$ cat config.mk
export PLATFORM = sky130hd
export DESIGN_NAME = fp_bucket_index
export DESIGN_NICKNAME = d
export VERILOG_FILES = /design/src/rtl/fp_bucket_index.sv
export SDC_FILE = /design/constraint.sdc
export NUM_CORES = 1
export LEC_CHECK = 0
export ABC_AREA = 1
export ABC_CLOCK_PERIOD_IN_PS = 23900
export CAP_MARGIN = 10
export CORE_MARGIN = 5
export CORE_UTILIZATION = 37
export CTS_CLUSTER_SIZE = 20
export DETAILED_ROUTE_END_ITERATION = 16
export PLACE_DENSITY_LB_ADDON = 0.3
export SLEW_MARGIN = 0
export SYNTH_ARGS = -nofsm -noshare
export SYNTH_HDL_FRONTEND = slang
export SYNTH_SLANG_ARGS = --single-unit
$ cat constraint.sdc
create_clock -name clk -period 23.9 [get_ports clk]
set_input_delay 5.975 -clock clk [delete_from_list [all_inputs] [get_ports clk]]
set_output_delay 5.975 -clock clk [all_outputs]
set_load 0.005 [all_outputs]
$ cat src/rtl/fp_bucket_index.sv
// fp_bucket_index: sequential IEEE-754 single-precision bucketiser.
// Compares one input against a runtime-loadable threshold table, one entry
// per cycle. It returns the address of the first threshold strictly greater
// than the input, or NUM_THRESH when no threshold is greater.
// NaN inputs return index 0 and set out_nan. NaN thresholds are skipped.
module fp_bucket_index #(
    parameter int NUM_THRESH = 15,
    parameter int IDX_W      = 4
) (
    input  logic             clk,
    input  logic             reset,
    input  logic             thr_we,
    input  logic [IDX_W-1:0] thr_addr,
    input  logic [31:0]      thr_data,
    output logic             thr_busy,
    input  logic             in_valid,
    output logic             in_ready,
    input  logic [31:0]      in_data,
    output logic             out_valid,
    input  logic             out_ready,
    output logic [IDX_W-1:0] out_index,
    output logic             out_nan
);

    localparam logic [31:0]      POS_INF  = 32'h7F80_0000;
    localparam logic [IDX_W-1:0] LAST_IDX = IDX_W'(NUM_THRESH - 1);
    localparam logic [IDX_W-1:0] FULL_IDX = IDX_W'(NUM_THRESH);

    typedef enum logic [1:0] {
        IDLE = 2'd0,
        SCAN = 2'd1,
        DONE = 2'd2
    } state_t;

    // A value is NaN when the exponent is all ones and the mantissa is non-zero.
    function automatic logic is_nan(input logic [30:0] mag);
        return (mag[30:23] == 8'hFF) && (mag[22:0] != 23'd0);
    endfunction

    // Map a float to an unsigned key whose integer order matches the float order.
    // -0 is folded onto +0 first so that the two zeros compare equal.
    function automatic logic [31:0] order_key(input logic [31:0] f);
        logic [31:0] c;
        c = (f[30:0] == 31'd0) ? 32'd0 : f;
        return c[31] ? ~c : (c ^ 32'h8000_0000);
    endfunction

    // True when threshold t is strictly greater than x. A NaN threshold never is.
    function automatic logic thr_greater(input logic [31:0] x, input logic [31:0] t);
        return !is_nan(t[30:0]) && (order_key(x) < order_key(t));
    endfunction

    state_t           state_q, state_d;
    logic [IDX_W-1:0] i_q, i_d;
    logic [IDX_W-1:0] idx_q, idx_d;
    logic             nan_q, nan_d;
    logic [31:0]      x_q;
    logic [31:0]      thr_q [NUM_THRESH];
    logic [31:0]      thr_sel;
    logic             accept;
    logic             thr_wr;

    assign accept    = (state_q == IDLE) && in_valid;
    assign thr_wr    = (state_q == IDLE) && thr_we;
    assign in_ready  = (state_q == IDLE);
    assign thr_busy  = (state_q != IDLE);
    assign out_valid = (state_q == DONE);
    assign out_index = idx_q;
    assign out_nan   = nan_q;

    // Select the threshold addressed by the scan pointer.
    always_comb begin
        thr_sel = POS_INF;
        for (int j = 0; j < NUM_THRESH; j++) begin
            if (i_q == IDX_W'(j)) begin
                thr_sel = thr_q[j];
            end
        end
    end

    // Next-state and result logic: accept, compare one entry per cycle, hold result.
    always_comb begin
        state_d = state_q;
        i_d     = i_q;
        idx_d   = idx_q;
        nan_d   = nan_q;
        case (state_q)
            IDLE: begin
                if (in_valid) begin
                    i_d   = '0;
                    idx_d = '0;
                    if (is_nan(in_data[30:0])) begin
                        nan_d   = 1'b1;
                        state_d = DONE;
                    end else begin
                        nan_d   = 1'b0;
                        state_d = SCAN;
                    end
                end
            end
            SCAN: begin
                if (thr_greater(x_q, thr_sel)) begin
                    idx_d   = i_q;
                    state_d = DONE;
                end else if (i_q == LAST_IDX) begin
                    idx_d   = FULL_IDX;
                    state_d = DONE;
                end else begin
                    i_d = i_q + IDX_W'(1);
                end
            end
            DONE: begin
                if (out_ready) begin
                    state_d = IDLE;
                end
            end
            default: begin
                state_d = IDLE;
            end
        endcase
    end

    // Control and result registers.
    always_ff @(posedge clk or posedge reset) begin
        if (reset) begin
            state_q <= IDLE;
            i_q     <= '0;
            idx_q   <= '0;
            nan_q   <= 1'b0;
        end else begin
            state_q <= state_d;
            i_q     <= i_d;
            idx_q   <= idx_d;
            nan_q   <= nan_d;
        end
    end

    // Input value latched on accept; only meaningful while scanning.
    always_ff @(posedge clk) begin
        if (accept) begin
            x_q <= in_data;
        end
    end

    // Threshold table: reset to +inf, written only in IDLE and only for valid addresses.
    always_ff @(posedge clk or posedge reset) begin
        if (reset) begin
            for (int j = 0; j < NUM_THRESH; j++) begin
                thr_q[j] <= POS_INF;
            end
        end else begin
            for (int j = 0; j < NUM_THRESH; j++) begin
                if (thr_wr && (thr_addr == IDX_W'(j))) begin
                    thr_q[j] <= thr_data;
                end
            end
        end
    end

endmodule

layer_met3.png
Scale: 1.5 px per um. Cells faint in the background.
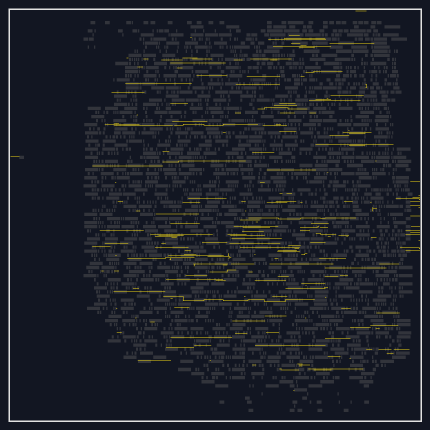
The layer holds 4.2% of the routed length. The wires run mostly horizontal. The layer carries 2860 um of wire. 112 nets have wire on it. The longest straight run is 51.8 um.

clocks.png
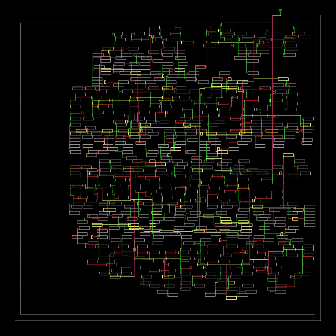
clock tree sinks: 523
Flops: 523
Inserted Clock Buffers: 56
Clock Skews: 0.0113 ns
clock latency on the worst-skew pair: 0.61 ns

metal_density.png
Scale: 1.5 px per um. 27 x 27 tiles, from dark purple (low) to yellow (high), scaled to the fullest tile. Values are wire area over tile area, all layers added.
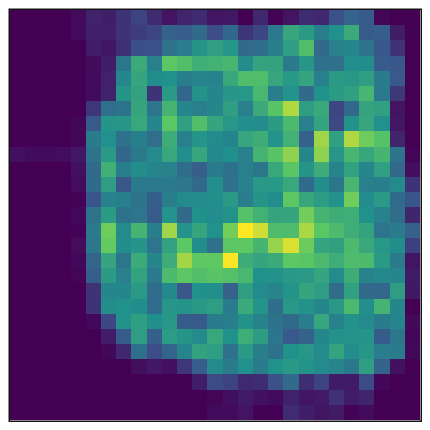
The mean over all tiles is 0.14. The fullest tile reaches 0.44. 25% of the tiles are nearly empty.

placement_by_type.png
Scale: 1.5 px per um.
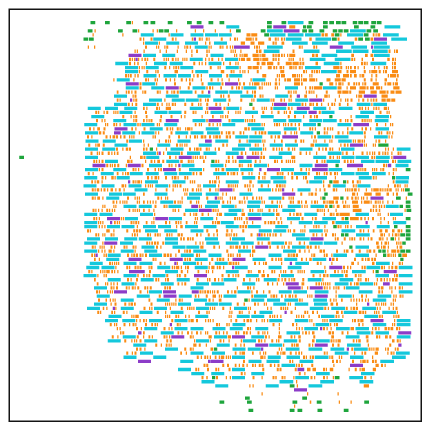
other buffers and delay cells: marked green, cells 115, share of their area 3.9%. flops: marked cyan, cells 523, share of their area 48%. combinational and other logic: marked orange, cells 2492, share of their area 41%. clock drivers and dummy loads: marked purple, cells 104, share of their area 6.9%.

power groups by stage:
stage,Clock [W],Sequential [W],Combinational (W)
2_1_floorplan,0,0.00151,0.00103
3_3_place_gp,0,0.00154,0.00136
3_5_place_dp,0,0.00155,0.00139
4_1_cts,0.000928,0.00154,0.00139
5_1_grt,0.000961,0.00159,0.00160
6_report,0.000907,0.00154,0.00137
worst paths after layout:
check                                     to        from  slack [ns]
worst max-delay path              thr_q[132]       reset       14.86
worst min-delay path              thr_q[237]  thr_q[237]        0.48
worst max register to register  out_index[0]      i_q[2]       16.53
worst min register to register    thr_q[237]  thr_q[237]        0.48
max in group clk                    thr_busy  state_q[1]       16.17
min in group asynchronous         thr_q[437]       reset        5.92
==> CHANGELOG.md <==
### Implementation results

* Status: completed
* Critical path's slowest cell: buf_4
* Pwr Density at approximately 130 nW/um2
* Routed len/inst at between 15 and 20 um
* Met1 Resource Use GR at between 20% and 30%
* Core Region at between 60000 and 70000 um2
* Post-CTS Setup Repair Bufs at 0
* Synth Area in XOR/XNOR at 1.02%
* Post-Layout Cell Count at 4165
* Crit start category: input pin
* CP Data Required Time at approximately 24 ns
* Cell Area, Placed at ~27000 um2
* Max-cap violations at 0
* Final Worst Setup Slack at about 15 ns
* Fraction of area in multi-input gates at around 38%
* Sw Pwr at around 0.0014 W
* Io pins at about 80
* Fmax at around 0.11 GHz
* Flops out of synthesis at 523
* Fin. Hold Viols at 0
* Net Count, Synth at roughly 3300
* Largest net degree at the start of global routing at 99
* Area delta synth->final at 12.9%
* Total GRT Usage at 18.3%
* Clock power share at between 20% and 30%
* Synth top cell by count: nand2_1
* Worst-Margin Slew at 1.15 ns
* Flip-flops with a built-in enable at 32
* DRT Pass-1 Iters at 5
* CTS root buffer: clkbuf_16
* Biggest regs: thr_q x480, x_q x32
* PortBufs at around 80
* Top Layer Used: met4
* Share of cells above drive strength 1 at between 10% and 20%
* Clock buf/inv share at under 10%
* OpenROAD warning count at 29
* Largest class: registers
* N_taps at between 900 and 1000
* Initial drt markers at roughly 1900
* Simple share at a little over a quarter
* Post-route ant nets at 0
* Max reg flops at 480
* Post-Syn Instances at between 3000 and 4000
* First-pass GRT wire length at approximately 110 mm
* Post-cts gate resize count at 0
* Slowest Stage Delay on Critical Path at roughly 0.89 ns
* Clk slew on worst S/H paths at approximately 0.060 ns
* Pint at 0.00242 W
* Peak supply drop at approximately 59 uV
* Total Power at 0.00382 W
* Die X at around 270 um
* Initial antenna violation count at 0
* Max_slew headroom at between 20% and 30%
* Multi-Input Combinational at approximately 2300
* # clk buffers at a little over 80
* Die Y at between 200 and 300 um
* Chip area at 74900 um2
* Gate Area at around 11000 um2
* Cells in synth_stat.txt at 3229
* Routing usage on met3 at 2.47%
* Comb pwr share at 35.9%
* Met2 wire length at about 33 mm
* Non-clock buffers, area share at under 10%
* Ant. Diodes at 0
* WS Path Type: input pin to asynchronous set/reset pin
* CP top delay family: buffers and inverters
* WL final at 68.0 mm
* RSZ-0062 raised after global routing: false
* FILL cells at 6953
* YS warnings at 0
* Synth Area in Adders at approximately 1.7%
* WHS Path Cells at 2
* Vias in the first global route at approximately 20000
* Via Count at around 21000
* # H-tree levels at 2
* Multiplexer share at 0%
* Hold Buf Count CTS at 0
* Setup TNS at 0 ns
* Pins Over Slew Limit at 0
* Register area at approximately 13000 um2
* Row count at 96
Power figures rest on the tool's default switching activity, not on a simulated workload.
